File: src/rtl/fetch_pkg.sv
// Shared fetch/decode definitions: fetch FSM states, instruction field positions
// and the default reset PC.
package fetch_pkg;

    typedef enum logic {
        REQ  = 1'b0,
        HOLD = 1'b1
    } fetch_state_e;

    localparam int unsigned DEFAULT_INSTR_W = 32;

    // Field positions for a DEFAULT_INSTR_W-wide instruction
    localparam int unsigned OP_MSB   = 31;
    localparam int unsigned OP_LSB   = 30;
    localparam int unsigned INST_MSB = 29;
    localparam int unsigned INST_LSB = 28;

    localparam logic [31:0] DEFAULT_RESET_PC = 32'h0000_0000;

endpackage

File: src/rtl/fetch_skid_buffer.sv
// One-entry {instr, pc} holding register used while decode stalls.
// Clear wins over load.
module fetch_skid_buffer #(
    parameter int unsigned PC_W    = 32,
    parameter int unsigned INSTR_W = 32
) (
    input  logic               clk,
    input  logic               rst,
    input  logic               load,
    input  logic               clear,
    input  logic [INSTR_W-1:0] load_instr,
    input  logic [PC_W-1:0]    load_pc,
    output logic               full,
    output logic [INSTR_W-1:0] instr,
    output logic [PC_W-1:0]    pc
);

    always_ff @(posedge clk) begin
        if (rst || clear) begin
            full  <= 1'b0;
            instr <= '0;
            pc    <= '0;
        end else if (load) begin
            full  <= 1'b1;
            instr <= load_instr;
            pc    <= load_pc;
        end
    end

endmodule

File: src/rtl/fetch_stage.sv
// Instruction fetch stage: PC, req/ack instruction-memory fetch, IF/ID register,
// stall handling through a one-entry skid buffer and jump redirects.
module fetch_stage
    import fetch_pkg::*;
#(
    parameter int unsigned      PC_W     = 32,
    parameter int unsigned      INSTR_W  = DEFAULT_INSTR_W,
    parameter logic [PC_W-1:0]  RESET_PC = PC_W'(DEFAULT_RESET_PC)
) (
    input  logic               clk,
    input  logic               rst,
    output logic               imem_req,
    output logic [PC_W-1:0]    imem_addr,
    input  logic               imem_ack,
    input  logic [INSTR_W-1:0] imem_rdata,
    input  logic               if_stall,
    input  logic               redirect,
    input  logic [PC_W-1:0]    redirect_pc,
    output logic               if_valid,
    output logic [INSTR_W-1:0] if_instr,
    output logic [PC_W-1:0]    if_pc,
    output logic [1:0]         if_op,
    output logic [1:0]         if_inst
);

    // Field positions are defined for the default width; keep them MSB-relative
    localparam int FIELD_SHIFT = int'(INSTR_W) - int'(DEFAULT_INSTR_W);
    localparam int OP_HI       = int'(OP_MSB) + FIELD_SHIFT;
    localparam int OP_LO       = int'(OP_LSB) + FIELD_SHIFT;
    localparam int INST_HI     = int'(INST_MSB) + FIELD_SHIFT;
    localparam int INST_LO     = int'(INST_LSB) + FIELD_SHIFT;

    fetch_state_e       state;
    logic [PC_W-1:0]    pc;
    logic               skid_load;
    logic               skid_clear;
    logic               skid_full;
    logic [INSTR_W-1:0] skid_instr;
    logic [PC_W-1:0]    skid_pc;

    // A redirect drops the request so the stale address is never acked
    assign imem_req   = (state == REQ) && !rst && !redirect;
    assign imem_addr  = pc;

    assign skid_load  = !rst && !redirect && (state == REQ) && imem_ack && if_stall;
    assign skid_clear = rst || redirect || ((state == HOLD) && !if_stall);

    fetch_skid_buffer #(
        .PC_W    (PC_W),
        .INSTR_W (INSTR_W)
    ) u_skid (
        .clk        (clk),
        .rst        (rst),
        .load       (skid_load),
        .clear      (skid_clear),
        .load_instr (imem_rdata),
        .load_pc    (pc),
        .full       (skid_full),
        .instr      (skid_instr),
        .pc         (skid_pc)
    );

    always_ff @(posedge clk) begin
        if (rst) begin
            state    <= REQ;
            pc       <= RESET_PC;
            if_valid <= 1'b0;
            if_instr <= '0;
            if_pc    <= '0;
        end else if (redirect) begin
            state    <= REQ;
            pc       <= redirect_pc;
            if_valid <= 1'b0;
        end else begin
            unique case (state)
                REQ: begin
                    if (!if_stall) begin
                        if (imem_ack) begin
                            if_instr <= imem_rdata;
                            if_pc    <= pc;
                            if_valid <= 1'b1;
                            pc       <= pc + PC_W'(1);
                        end else begin
                            if_valid <= 1'b0;
                        end
                    end else if (imem_ack) begin
                        pc    <= pc + PC_W'(1);
                        state <= HOLD;
                    end
                end
                HOLD: begin
                    if (!if_stall) begin
                        if_instr <= skid_instr;
                        if_pc    <= skid_pc;
                        if_valid <= 1'b1;
                        state    <= REQ;
                    end
                end
                default: state <= REQ;
            endcase
        end
    end

    assign if_op   = if_instr[OP_HI:OP_LO];
    assign if_inst = if_instr[INST_HI:INST_LO];

    addr_stable_a : assert property (@(posedge clk) disable iff (rst)
        (imem_req && !imem_ack) |=> $stable(imem_addr));

    hold_has_skid_a : assert property (@(posedge clk) disable iff (rst)
        (state == HOLD) |-> skid_full);

endmodule
File: config.mk
export PLATFORM = sky130hd
export DESIGN_NAME = fetch_stage
export DESIGN_NICKNAME = d
export VERILOG_FILES = /design/src/rtl/fetch_pkg.sv /design/src/rtl/fetch_skid_buffer.sv /design/src/rtl/fetch_stage.sv
export SDC_FILE = /design/constraint.sdc
export NUM_CORES = 1
export LEC_CHECK = 0
export CORE_UTILIZATION = 50
export DETAILED_ROUTE_END_ITERATION = 10
export GPL_ROUTABILITY_DRIVEN = 0
export PLACE_DENSITY = 0.84
export SLEW_MARGIN = 20
export SYNTH_ARGS = -nofsm -noshare
export SYNTH_HDL_FRONTEND = slang
export SYNTH_HIERARCHICAL = 1
export SYNTH_SLANG_ARGS = --single-unit
File: constraint.sdc
create_clock -name clk -period 3.3 [get_ports clk]
set_input_delay 0.33 -clock clk [delete_from_list [all_inputs] [get_ports clk]]
set_output_delay 0.33 -clock clk [all_outputs]
set_load 0.005 [all_outputs]
==> run_1/m3.png <==
Drawn at 3 px/um. Cells faint in the background.
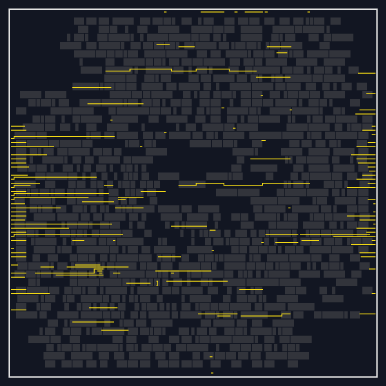
main direction: horizontal
share of all routed wire: 5.9%
drt total wl: 17,600 um
via count: 6,011
grt met3 use: 6.23%

==> run_1/class_map.png <==
Drawn at 4 px/um.
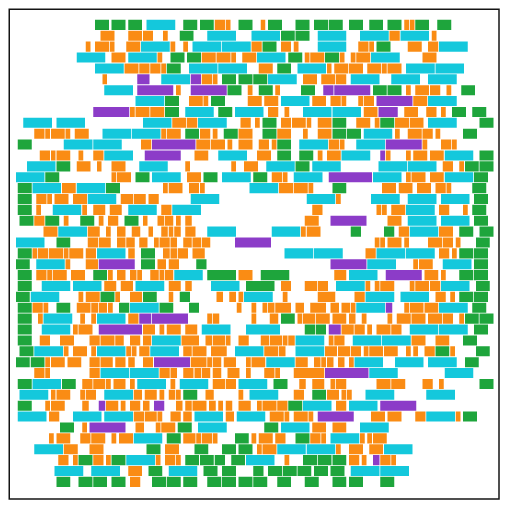
[sequential cells] cyan | cells: 162 | share of their area: 35%
[remaining logic cells] orange | cells: 520 | share of their area: 38%
[clock drivers and dummy loads] purple | cells: 32 | share of their area: 6.8%
[remaining buffers and delay cells] green | cells: 182 | share of their area: 20%
sequential cell area share: 34.3%
final instance area: 9450 um2
Std-Cell Rows: 43
Core Util, Final: 67.6%
core area: 14,000 um2

==> results.ini, run 1 <==
[setup_path]
cp_max_fo=19
worstSetupEndpointType=register
crit_required_ns=3.62
arrival_ns=2.67

[cells_and_area]
drive_above_1_share_pct=6.36
nets=953
diodes=0
most-common-layout-cells=169 x clkdlybuf4s50_1, 161 x dfxtp_1, 153 x nor2_1, 129 x mux2i_1, 80 x a211oi_1

[job]
drv_cap=0
warnings=28

[logic_synthesis]
avgSynthCellArea_um2=9.61

[routing]
via_per_inst=5.59
ant_nets=0
wl_per_cell_um=16.4

[sta]
fin_skew_ns=0.0108
setup_slack_ns=0.957
rsz0062_at_grt=no
fin_crit_sh_pct=71.0
tightest_slew_ns=0.886

[grt]
grt_usage_pct=24.2

[die]
die_y_um=122
fp.dieW_um=122

[hold_path]
hold_path.class=primary input to register

[cts]
clk_pin_slew_ns=0.06
cts_tree=yes
cts_buffers=17

[outcome]
status=completed

[power]
power.density_nw_per_um2=499

[place]
dpl_cell_area_um2=8830

==> run_1/clock_nets.png <==
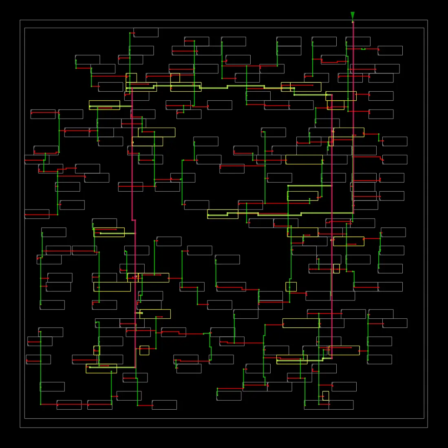
clk_buf instances: 19
Clock Sink Count: 162
worst skew pair latency: 0.43 ns

-- run 1: area by class of cell --
type	count	area [um2]	share of cell area (%)
sequential	162	3250	34.3
multi-input combinational	504	3470	36.7
inverter	16	60.1	0.635
clock inverter	13	184	1.95
tap	180	225	2.38
timing repair buffer	182	1830	19.3
clock buffer	19	443	4.69
-- run 1: power by group --
| group | switching, uW | total (uW) | internal [uW] |
|---|---|---|---|
| Sequential | 87.6 | 2120 | 2030 |
| Clock | 798 | 2080 | 1290 |
| Combinational | 220 | 520 | 300 |
-- run 1: registers in the layout, indices dropped and copies added, names as in the netlist --
register,count
if_valid,1
u_skid/pc,32
if_instr,32
u_skid/instr,32
imem_addr,32
if_pc,32
state,1
-- run 1: worst max-delay path: stages (launching register included) --
cell	delay, ns
dfxtp_1	0.50
nand3_2	0.37
or4_4	0.67
or4_1	0.42
a311oi_1	0.28
-- run 1: routing by layer --
metal	wire (um)	track usage, %	up-vias
li1	-	-	3000
met4	534	11.3	0
met3	1030	6.23	36
met5	0	0	-
met1	7590	30.1	2804
met2	8480	38.9	171
-- run 1: stage by stage --
step | total power [uW] | util (%)
6_report | 4720 | 67.6
5_1_grt | 4880 | 67.6
4_1_cts | 4750 | 67.6
3_5_place_dp | 2680 | 63.1
3_3_place_gp | 2670 | 63.1
2_1_floorplan | 2390 | -
-- run 1: final timing paths --
path	from	end	slack, ns	cells after the start
max	imem_addr[2]$_SDFFE_PP0P_	imem_addr[22]$_SDFFE_PP0P_	0.96	4
min	redirect_pc[28]	imem_addr[28]$_SDFFE_PP0P_	0.47	3
max reg2reg	imem_addr[2]$_SDFFE_PP0P_	imem_addr[22]$_SDFFE_PP0P_	0.96	4
min reg2reg	u_skid/instr[29]$_SDFFE_PP0P_	u_skid/instr[29]$_SDFFE_PP0P_	0.49	2
==> run_1/sizing.png <==
Drawn at 2 px/um.
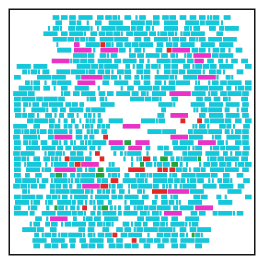

==> run 1 -> run 2 <==
Settings changed: CORE_UTILIZATION 50 to 45, PLACE_DENSITY 0.84 to 0.8.
Clock period 3.3 ns to 2 ns, I/O delays scaled along.
==> run_2/sizing.png <==
Drawn at 2 px/um.
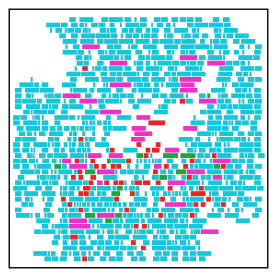
[x2] green | cells: 15 | share: 1.6%
[x1 and smaller] cyan | cells: 830 | share: 88% | most used: clkdlybuf4s50_1
[x6 and larger] magenta | cells: 34 | share: 3.6% | most used: clkbuf_16
[x3 and x4] red | cells: 60 | share: 6.4% | most used: buf_4
worst setup margin: 0.0454 ns
Repair and plain buffers: 226
final instance area: 9950 um2
Syn-to-layout area delta: 38.1%

==> run 2 against run 1 <==
Wire length is 3.1% higher. Design area is 5.3% higher. Clock skew is 0.0022 ns higher. Cell count is 6.9% higher. Power is 71% higher. Highest routed layer unchanged. Worst setup slack worse by 0.91 ns. Register-to-register slack worse by 0.91 ns. First-iteration DRC count is 13% lower. Synthesized cell count stayed put. Hold slack worse by 0.39 ns. Flip-flop count stayed put. Global-route usage is 1.8 points lower.
==> results.ini, run 2 <==
[outcome]
status=completed

[sta]
fin_skew_ns=0.0130
fin_setup_tns_ns=0
fin_crit_sh_pct=97.7
tightest_slew_ns=0.890

[job]
warnings=27
drv_cap=0

[setup_path]
path_depth=5
path_buffers=0
cpMaxStageDelayCell=or4_4
endpoint=imem_addr[22]$_SDFFE_PP0P_
ff2ff_setup_slack_ns=0.05
timing.rr.start=imem_addr[0]$_SDFFE_PP0P_
worstSetupEndpointType=register
cp_max_fo=11
critPathMostFrequentCell=or4_4
reg2reg_to=imem_addr[22]$_SDFFE_PP0P_
crit_required_ns=2.34
r2r_cells=5
crit_start=imem_addr[0]$_SDFFE_PP0P_
arrival_ns=2.29

[cts]
clk_pin_slew_ns=0.06
clock_latency_ns=0.44
cts_buffers=17
cts_sinks=162
cts_tree=yes

[die]
coreArea_um2=15400
die_y_um=129
fp.dieW_um=129
num_rows=45

[cells_and_area]
utilization_pct=64.5
nets=997
drive_above_1_share_pct=11.6
diodes=0
most-common-layout-cells=169 x clkdlybuf4s50_1, 159 x dfxtp_1, 153 x nor2_1, 129 x mux2i_1, 80 x a211oi_1

[grt]
grt_usage_pct=22.4

[power]
power.density_nw_per_um2=810

[routing]
drt-total-wl_um=18200
ant_nets=0
via_per_inst=5.37
via_count=6172
wl_per_cell_um=15.8

[logic_synthesis]
avgSynthCellArea_um2=9.61

[hold_path]
hold_path.class=primary input to register

run 2: report_power, final:
part	switching [uW]	internal, uW	total [uW]
clock	1350	2280	3630
sequential	85.8	3350	3430
combinational	438	563	1000
total	1870	6190	8060
run 2: how the worst min path moves through the flow:
stage                             startpoint                             to  slack [ns]  cells past startpoint
2_1_floorplan                       if_stall               state$_SDFF_PP0_        0.32                      2
3_3_place_gp   u_skid/instr[14]$_SDFFE_PP0P_  u_skid/instr[14]$_SDFFE_PP0P_        0.47                      2
3_5_place_dp   u_skid/instr[30]$_SDFFE_PP0P_  u_skid/instr[30]$_SDFFE_PP0P_        0.48                      2
4_1_cts                                  rst         if_pc[11]$_SDFFE_PP0P_        0.06                      2
5_1_grt                                  rst     imem_addr[13]$_SDFFE_PP0P_        0.08                      2
6_report                                 rst     imem_addr[13]$_SDFFE_PP0P_        0.08                      2
run 2: layout make-up:
cell class	instances	area, um2
Fill cell	1289	5480
Multi-Input combinational cell	504	3500
Sequential cell	162	3250
Timing Repair Buffer	226	2220
Clock buffer	19	453
Tap cell	211	264
Clock inverter	12	205
Inverter	16	60.1
run 2: stage by stage:
stage	setup slack, ns	area (um2)	hold WS (ns)	std cells	power [uW]
2_1_floorplan	0.00225	7210	0.319	750	3950
3_3_place_gp	-0.105	9260	0.472	1119	4480
3_5_place_dp	-0.140	9260	0.481	1119	4500
4_1_cts	0.00157	9920	0.0633	1150	8100
5_1_grt	-0.0193	9950	0.0823	1150	8350
6_report	0.0454	9950	0.0799	1150	8060
run 2: per-layer routing:
metal / share of wire, % / track usage [%] / vias up / routed length, um
met1: 46 / 29.2 / 2912 / 8360
met4: 1.7 / 8.17 / 0 / 316
li1: - / - / 3062 / -
met5: 0 / 0 / - / 0
met3: 5.4 / 4.66 / 22 / 984
met2: 47 / 36.7 / 176 / 8520
run 2: what timing repair did:
action / CTS / global route
gates resized: 0 / 8
endpoints found under the hold margin: 0 / 0
setup endpoints to repair: 0 / 7
Power figures rest on the tool's default switching activity, not on a simulated workload.
